`config.mk`:
```
export PLATFORM = sky130hd
export DESIGN_NAME = approx_stat_acc
export DESIGN_NICKNAME = d
export VERILOG_FILES = /design/src/rtl/approx_stat_acc.sv
export SDC_FILE = /design/constraint.sdc
export NUM_CORES = 1
export LEC_CHECK = 0
export CORE_AREA = 2 2 143 145
export CTS_CLUSTER_DIAMETER = 40
export DETAILED_ROUTE_END_ITERATION = 16
export DIE_AREA = 0 0 145 147
export DONT_BUFFER_PORTS = 1
export PLACE_DENSITY_LB_ADDON = 0.05
export SYNTH_ARGS = -nofsm -noshare
export SYNTH_HDL_FRONTEND = slang
export SYNTH_SLANG_ARGS = --single-unit
export TNS_END_PERCENT = 20
```
`constraint.sdc`:
```
create_clock -name clk -period 3 [get_ports clk]
set_clock_uncertainty 0.2 [all_clocks]
set_input_delay 0.6 -clock clk [delete_from_list [all_inputs] [get_ports clk]]
set_output_delay 0.6 -clock clk [all_outputs]
set_load 0.02 [all_outputs]
```
`src/rtl/approx_stat_acc.sv`:
```
// Saturating error statistics, updated once per handed-off result; a clear
// takes priority over the update in the same cycle.
module approx_stat_acc #(
  parameter int W     = 16,
  parameter int CNT_W = 32,
  parameter int ACC_W = 48
) (
  input  logic             clk,
  input  logic             rst_n,
  input  logic             clear,
  input  logic             fire,
  input  logic             err,
  input  logic [W:0]       ed,
  output logic [CNT_W-1:0] samples,
  output logic [CNT_W-1:0] errors,
  output logic [ACC_W-1:0] ed_sum,
  output logic [W:0]       ed_max
);

  // One spare bit above the wider operand catches the accumulator overflow.
  localparam int SUM_W = ((ACC_W > W + 1) ? ACC_W : W + 1) + 1;

  logic [SUM_W-1:0] ed_sum_next;

  assign ed_sum_next = SUM_W'(ed_sum) + SUM_W'(ed);

  // NOTE: sequential state is written only with non-blocking assignments so every
  // register samples pre-edge values regardless of block ordering.
  always_ff @(posedge clk or negedge rst_n) begin
    if (!rst_n) begin
      samples <= '0;
      errors  <= '0;
      ed_sum  <= '0;
      ed_max  <= '0;
    end else if (clear) begin
      samples <= '0;
      errors  <= '0;
      ed_sum  <= '0;
      ed_max  <= '0;
    end else if (fire) begin
      if (samples != '1) samples <= samples + CNT_W'(1);
      if (err && (errors != '1)) errors <= errors + CNT_W'(1);
      ed_sum <= (ed_sum_next[SUM_W-1:ACC_W] != '0) ? '1 : ed_sum_next[ACC_W-1:0];
      if (ed > ed_max) ed_max <= ed;
    end
  end

endmodule

```
### Nets reached from selected ports, run 1

The bar under the picture is 50 um long.
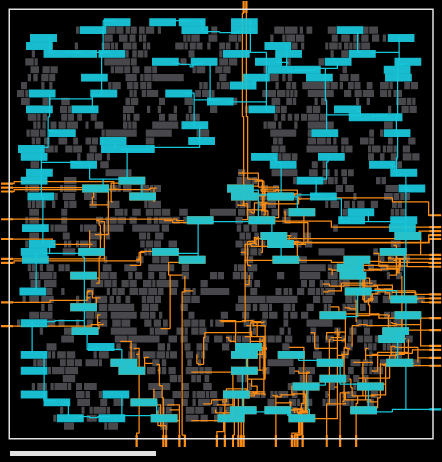
legend:
  `rst_n`:
    colour: cyan
    direction: input
    end_cells: 129
    buffers: 0
    wire: 1080 um
  `ed_sum`:
    colour: orange
    direction: output
    end_cells: 48
    buffers: 40
    wire: 2900 um

### Placement by cell class, run 1

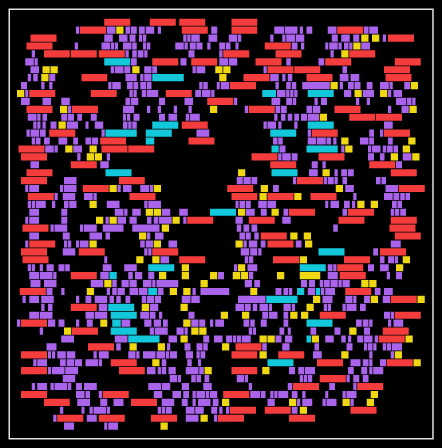
legend:
  clock drivers and dummy loads:
    colour: cyan
    cells: 31
    share_of_their_area: 7.0%
  all other logic:
    colour: purple
    cells: 685
    share_of_their_area: 48%
  other buffers and delay cells:
    colour: yellow
    cells: 119
    share_of_their_area: 9.8%
  flip-flops:
    colour: red
    cells: 129
    share_of_their_area: 35%
row cnt: 52
Post-Route Utilization: 0.483
Seq/total area: 0.337

==> changes_impl.md, run 1 <==
### Implementation results

* Met3 WL at ~1500 um
* Area Growth Syn to Fin at 23.0%
* Number of port buffers at 0
* Pwr dens at slightly above 500 mW/mm^2
* Die Y at between 100 and 150 um
* Hold Crit Class: in -> async
* Simple-Gate Area Share at 0.239
* Top post-synthesis cells by count: 130 x nor2_1, 129 x dfrtp_1, 58 x nand2_1
* Insertion Delay late pin at between 0.4 and 0.5 ns
* Worst Setup End Kind: flip-flop
* Final Hold Viols at ~130
* Top cells by area: dfrtp_1 41%, nor2_1 6.3%, ha_1 5.8%, mux2i_1 4.2%, xor2_1 4.0%
* Num Clock Sinks at approximately 130
* Mapped Avg Cell Area at 9.11 um^2
* DR pass1 iterations at 5
* Status: finished, violations left
* Failing checks: hold timing
* Vias in the first global route at 6951
* VDD IR max at a little over 400 uV
* N_diodes at 0
* Hold_ws at -0.326 ns
### Congestion heat map, run 1

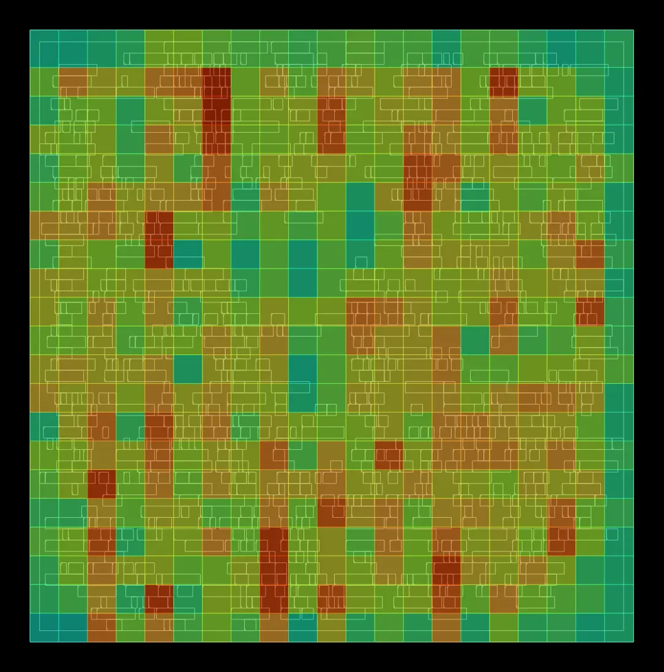
met2 Use GR: 0.334
Total Routing Usage GR: 0.210

## run 1: through the flow
step,setup slack (ns),hold slack [ns],cells,instance area [um^2],power (mW)
2_1_floorplan,-0.00724,0.104,855,7800,2.36
3_3_place_gp,-0.165,0.108,1202,8890,2.53
3_5_place_dp,-0.242,0.108,1202,8890,2.54
4_1_cts,0.0871,-0.343,1233,9550,4.87
5_1_grt,0.0147,-0.352,1234,9580,5.06
6_report,0.182,-0.326,1234,9580,4.83
## run 1: sequential cells by signal, summed over array words and instances, names as in the netlist
signal and count:
samples 32, ed_max 17, errors 32, ed_sum 48
## run 1: critical path: cells and delay by family, from the launching register on
family,cells,cell delay (ns)
simple gates,4,1.16
compound gates,3,0.66
flops,1,0.53
buf+inv,1,0.16
## run 1: how the worst max path moves through the flow
stage	from	to	slack [ns]	cells after the start
4_1_cts	ed_sum[0]	ed_sum[24]	0.09	11
5_1_grt	ed_sum[0]	ed_sum[24]	0.01	11
2_1_floorplan	ed[0]	ed_sum[38]	-0.007	10
6_report	ed_sum[30]	ed_sum[17]	0.18	8
3_5_place_dp	ed[0]	ed_sum[24]	-0.24	11
3_3_place_gp	ed[0]	ed_sum[38]	-0.17	11
## run 1: layout make-up
| cell class | instances | share of cell area |
|---|---|---|
| multi-input cells | 654 | 0.454 |
| flip-flops and latches | 129 | 0.337 |
| repair buffers | 119 | 0.0945 |
| clock buffers | 18 | 0.0458 |
| well taps | 270 | 0.0353 |
| clock inverters | 13 | 0.0218 |
| inverters | 31 | 0.0121 |
## run 1: where the power goes
group | internal [mW] | leakage (nW) | switching (mW)
Clock | 1.49 | 0.308 | 0.811
Sequential | 1.79 | 1.78 | 0.0762
Combinational | 0.304 | 2.22 | 0.355
Total | 3.59 | 4.31 | 1.24
==> run 2: changes to the inputs <==
Settings changed: CTS_CLUSTER_SIZE from default to 28.
### Nets reached from selected ports, run 2

The bar under the picture is 50 um long.
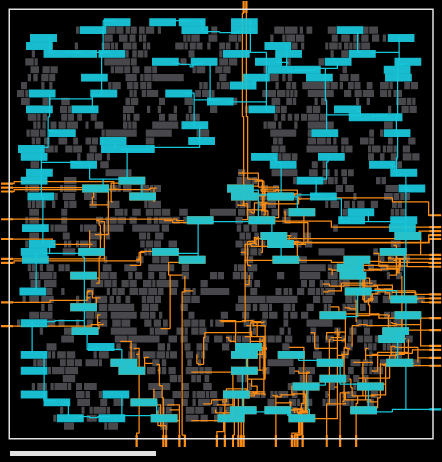
legend:
  `rst_n`:
    colour: cyan
    direction: input
    end_cells: 129
    buffers: 0
    wire: 1080 um
  `ed_sum`:
    colour: orange
    direction: output
    end_cells: 48
    buffers: 40
    wire: 2900 um

### Placement by cell class, run 2

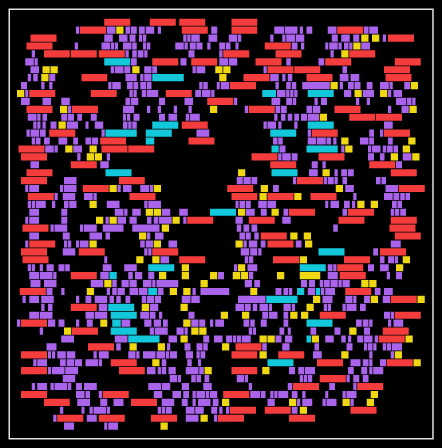
legend:
  clock drivers and dummy loads:
    colour: cyan
    cells: 31
    share_of_their_area: 7.0%
  other buffers and delay cells:
    colour: yellow
    cells: 119
    share_of_their_area: 9.8%
  flip-flops:
    colour: red
    cells: 129
    share_of_their_area: 35%
  all other logic:
    colour: purple
    cells: 685
    share_of_their_area: 48%
total core area: 0.0198 mm^2
Design Area, Final: 0.00958 mm^2

### Cell area per tile, run 2

The bar under the picture is 50 um long. The die is cut into 14 by 15 equal tiles; black is low, pale yellow is high, 0 to 100% covered.
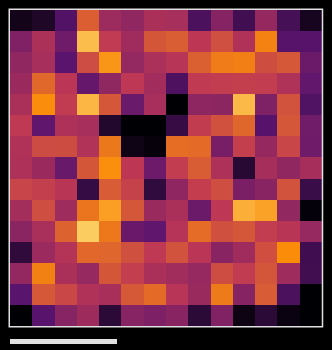
mean over tiles: 43%
tiles over 75% full: 5.2%
fullest tile: 89%
nearly empty tiles: 3.8%

==> changes_impl.md, run 2 <==
### Implementation results

* Reg with most FFs: ed_sum
* Mapped Avg Cell Area at 9.11 um^2 (unchanged)
* Row cnt at 52 (unchanged)
* Failing checks: hold timing
* Final Hold Viols at 129 (unchanged)
* Pwr top: clock
* Sequential Power Share at 0.386 (about the same)
* Status: finished, violations left
* Max reg flops at 48 (unchanged)
* DR pass1 iterations at 5 (unchanged)
* Top cells by area: dfrtp_1 41%, nor2_1 6.3%, ha_1 5.8%, mux2i_1 4.2%, xor2_1 4.0%
* Hold_ws at -0.326 ns (unchanged)
* Post-placement cell count at 1202 (unchanged)
* Insertion Delay late pin at 0.42 ns (about the same)
* Top post-synthesis cells by count: 130 x nor2_1, 129 x dfrtp_1, 58 x nand2_1
* N_diodes at 0 (unchanged)
* Combinational share of power at 0.136 (about the same)
* Finished Layout Cells at 1234 (unchanged)
* Total Power at 4.83 mW (unchanged)
* Hold Crit Class: in -> async
* Comb group at 659 uW (about the same)
* Num Clock Sinks at 129 (unchanged)
* Clock network fraction of total power at 0.477 (about the same)
* Die Y at 147 um (unchanged)
[run 2: kinds of logic after synthesis]
group,after synthesis
XOR/XNOR,68
multiplexers,33
adder cells (fa/ha/maj),37
AND/OR/NAND/NOR,374
AND-OR/OR-AND,142
flip-flops,129
buffers and inverters,72
[run 2: path summary, 6_finish.rpt]
kind / from / endpoint / slack, ns / cells after the start
hold / removal: rst_n / ed_sum[41] / -0.33 / 0
max in group asynchronous: rst_n / ed_max[11] / 2.68 / 0
setup reg to reg: ed_sum[30] / ed_sum[17] / 0.18 / 8
hold reg to reg: ed_sum[27] / ed_sum[27] / 0.44 / 2
min in group clk: clear / samples[13] / 0.05 / 1
setup / recovery: ed_sum[30] / ed_sum[17] / 0.18 / 8
[run 2: per-layer routing]
| layer | wire length, um | vias up | share of wire |
|---|---|---|---|
| li1 | - | 3288 | - |
| met1 | 9870 | 3364 | 0.45 |
| met2 | 10400 | 152 | 0.47 |
| met3 | 1470 | 25 | 0.067 |
| met4 | 278 | 0 | 0.013 |
| met5 | 0 | - | 0 |
[run 2: worst max-delay path: stages, from the launching register on]
cell	delay (ns)
dfrtp_1	0.53
nand4_1	0.26
nor4_1	0.59
nand3_1	0.25
a2bb2oi_4	0.22
buf_4	0.16
a21boi_0	0.19
nor2_1	0.06
a311oi_1	0.25
[run 2: what timing repair did]
item	CTS	global route
setup buffers	0	1
setup endpoints to repair	2	25
pin swaps	0	2
endpoints found under the hold margin	129	129
resized	1	4
[run 2: final cells by class]
cell class	instances	area share
clock buffers	18	0.0458
well taps	270	0.0353
clock inverters	13	0.0218
inverters	31	0.0121
flip-flops and latches	129	0.337
multi-input cells	654	0.454
repair buffers	119	0.0945
### PDN straps and rails, run 2

The bar under the picture is 50 um long. Pins as bars on the die edge.
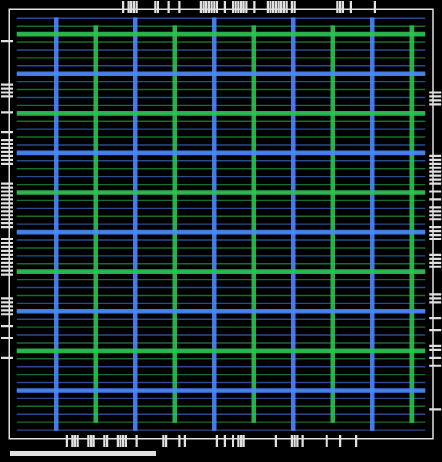

==> run 3: changes to the inputs <==
Settings changed: RECOVER_POWER from default to 25, SETUP_SLACK_MARGIN from default to 0.3.
### PDN straps and rails, run 3

The bar under the picture is 50 um long. Pins as bars on the die edge.
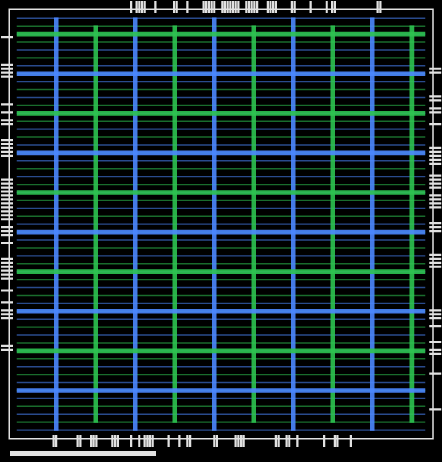
legend:
  VDD:
    colour: green
  VSS:
    colour: blue
signal pins: 151
met1 rails: 53
rows: 52
met4 straps: 10
Die Y: 147 um
Die Wd: 145 um
VDD IR max: 371 uV

### Cell area per tile, run 3

The bar under the picture is 50 um long. The die is cut into 14 by 15 equal tiles; black is low, pale yellow is high, 0 to 100% covered.
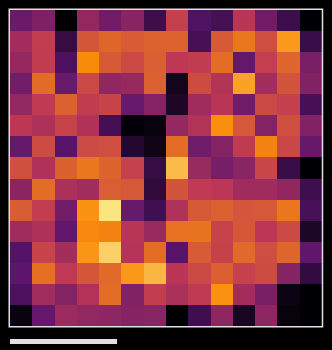
fullest tile: 94%
nearly empty tiles: 3.3%
tiles over 75% full: 5.2%
mean over tiles: 44%

### Congestion heat map, run 3

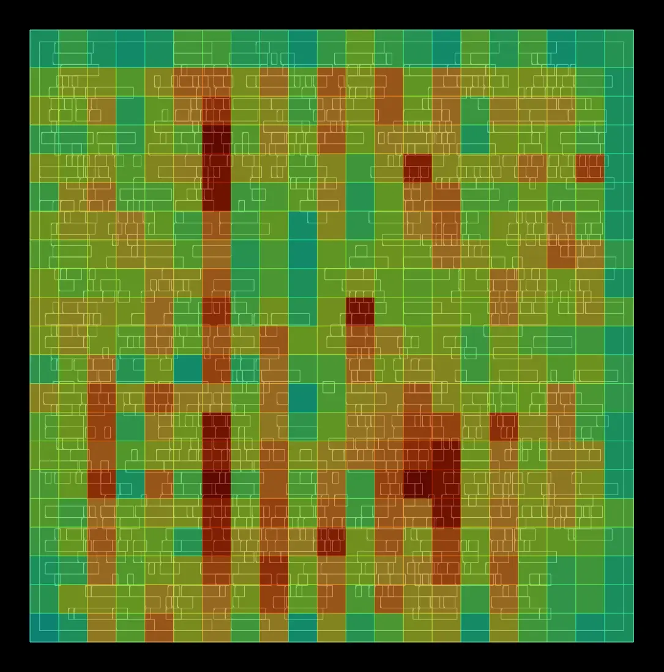
DR WL/cell: 18.3 um
met3 GRT Util: 0.0584
Total Routing Usage GR: 0.212
met2 Use GR: 0.343
GR Util met1: 0.273

==> changes_impl.md, run 3 <==
### Implementation results

* Failing checks: hold timing
* Reg with most FFs: ed_sum
* Vias at ~6.9k
* Clock network fraction of total power at 0.453 (-0.024)
* Top post-synthesis cells by count: 130 x nor2_1, 129 x dfrtp_1, 58 x nand2_1
* Post-CTS setup buffer count at 3 (+3)
* Row cnt at 52 (unchanged)
* Worst setup path end: samples[24]
* Mapped Avg Cell Area at 9.11 um^2 (unchanged)
* Total core area at 0.0198 mm^2 (unchanged)
* Worst path required time at roughly 3.1 ns
* Share of cells above drive strength 1 at 0.204
* OpenROAD warnings at 35
* Sequential Power Share at 0.397 (+0.011)
* Insertion Delay late pin at 0.42 ns (about the same)
* Syn_nets at slightly above 900
* Metal2 WL at 10600 um (+2.3%)
* Critical R2R Capture: samples[24]
* Hold_ws at -0.330 ns (-0.00400 ns)
* Largest regs: ed_sum (48), errors (32), samples (32)
* Reg2Reg Depth at 7 (-1)
* Post-synth top area cell: dfrtp_1
* Final Hold Viols at 129 (unchanged)
* Met3 WL at 1340 um (-9.2%)
* DR pass1 iterations at 5 (unchanged)
* DP HPWL at 15600 um
* Status: finished, violations left
* Total Power at 4.73 mW (-2.2%)
* Global route overflow at 0
* Met1 wire length at 10100 um (+1.9%)
* FF-to-FF Start: samples[5]
* DR top layer: met4
* Final min period at ~2.7 ns
* R2R Setup Slk at 0.27 ns (+0.09 ns)
* Setup crit start: samples[5]
* Max reg flops at 48 (unchanged)
* Post-placement cell count at 1189 (-1.1%)
* Reg area at 0.00323 mm^2
* N_diodes at 0 (unchanged)
* Leakage power at between 4 and 5 nW
* DRC violations left at 0
* Combinational share of power at 0.150 (+0.014)
* Num Clock Sinks at 129 (unchanged)
* Finished Layout Cells at 1230 (-0.32%)
* CTS resizes at 7 (+6)
* Top cells by area: dfrtp_1 41%, nor2_1 6.3%, ha_1 5.8%, mux2i_1 4.2%, xor2_1 4.0%
* Most used flip-flop cell: dfrtp_1
* Hold Crit Class: in -> async
==> run 3: cell count changes in the layout (fill, tap and decap cells not counted), sizes merged <==
cell,before,now
buf,119,115
bufinv,5,3
clkbuf,18,19
clkinvlp,3,4
==> run 3: through the flow <==
step                      TNS (ns)  cell area, um^2
final                            0             9730
after global routing             0             9730
after CTS                        0             9460
after detailed placement  -0.00826             8820
after global placement           0             8820
after floorplan                  0             7850
==> run 3: layout make-up <==
| type | instances | area share |
|---|---|---|
| Inverter | 31 | 0.0120 |
| Multi-Input combinational cell | 654 | 0.471 |
| Clock inverter | 12 | 0.0165 |
| Clock buffer | 19 | 0.0445 |
| Tap cell | 270 | 0.0347 |
| Sequential cell | 129 | 0.332 |
| Timing Repair Buffer | 115 | 0.0889 |
==> run 3: logic make-up (layout without fill, tap and decap cells) <==
family | Yosys count | count (layout) | share of synthesized area
adders and majority gates | 37 | 37 | 0.0604
buffers and inverters | 72 | 177 | 0.0355
muxes | 33 | 33 | 0.0424
and+or+nand+nor | 374 | 374 | 0.239
xor gates and xnor gates | 68 | 68 | 0.0765
DFF | 129 | 129 | 0.414
AOI/OAI and AO/OA | 142 | 142 | 0.132
==> run 3: worst max-delay path, cell delays in order (launching register included) <==
cell     delay [ns]
dfrtp_1        0.53
and4_1         0.34
nand4_1        0.26
nor3_1         0.45
nor2b_1        0.43
nor2b_1        0.23
xnor2_1        0.13
nor2_1         0.05
==> run 3: power by group through the flow <==
stage	sequential, mW	clock, mW	combinational [mW]
after global placement	1.90	0	0.634
after global routing	1.88	2.27	0.787
final	1.88	2.14	0.709
after CTS	1.87	2.18	0.656
after detailed placement	1.90	0	0.641
after floorplan	1.92	0	0.442
Power figures rest on the tool's default switching activity, not on a simulated workload.
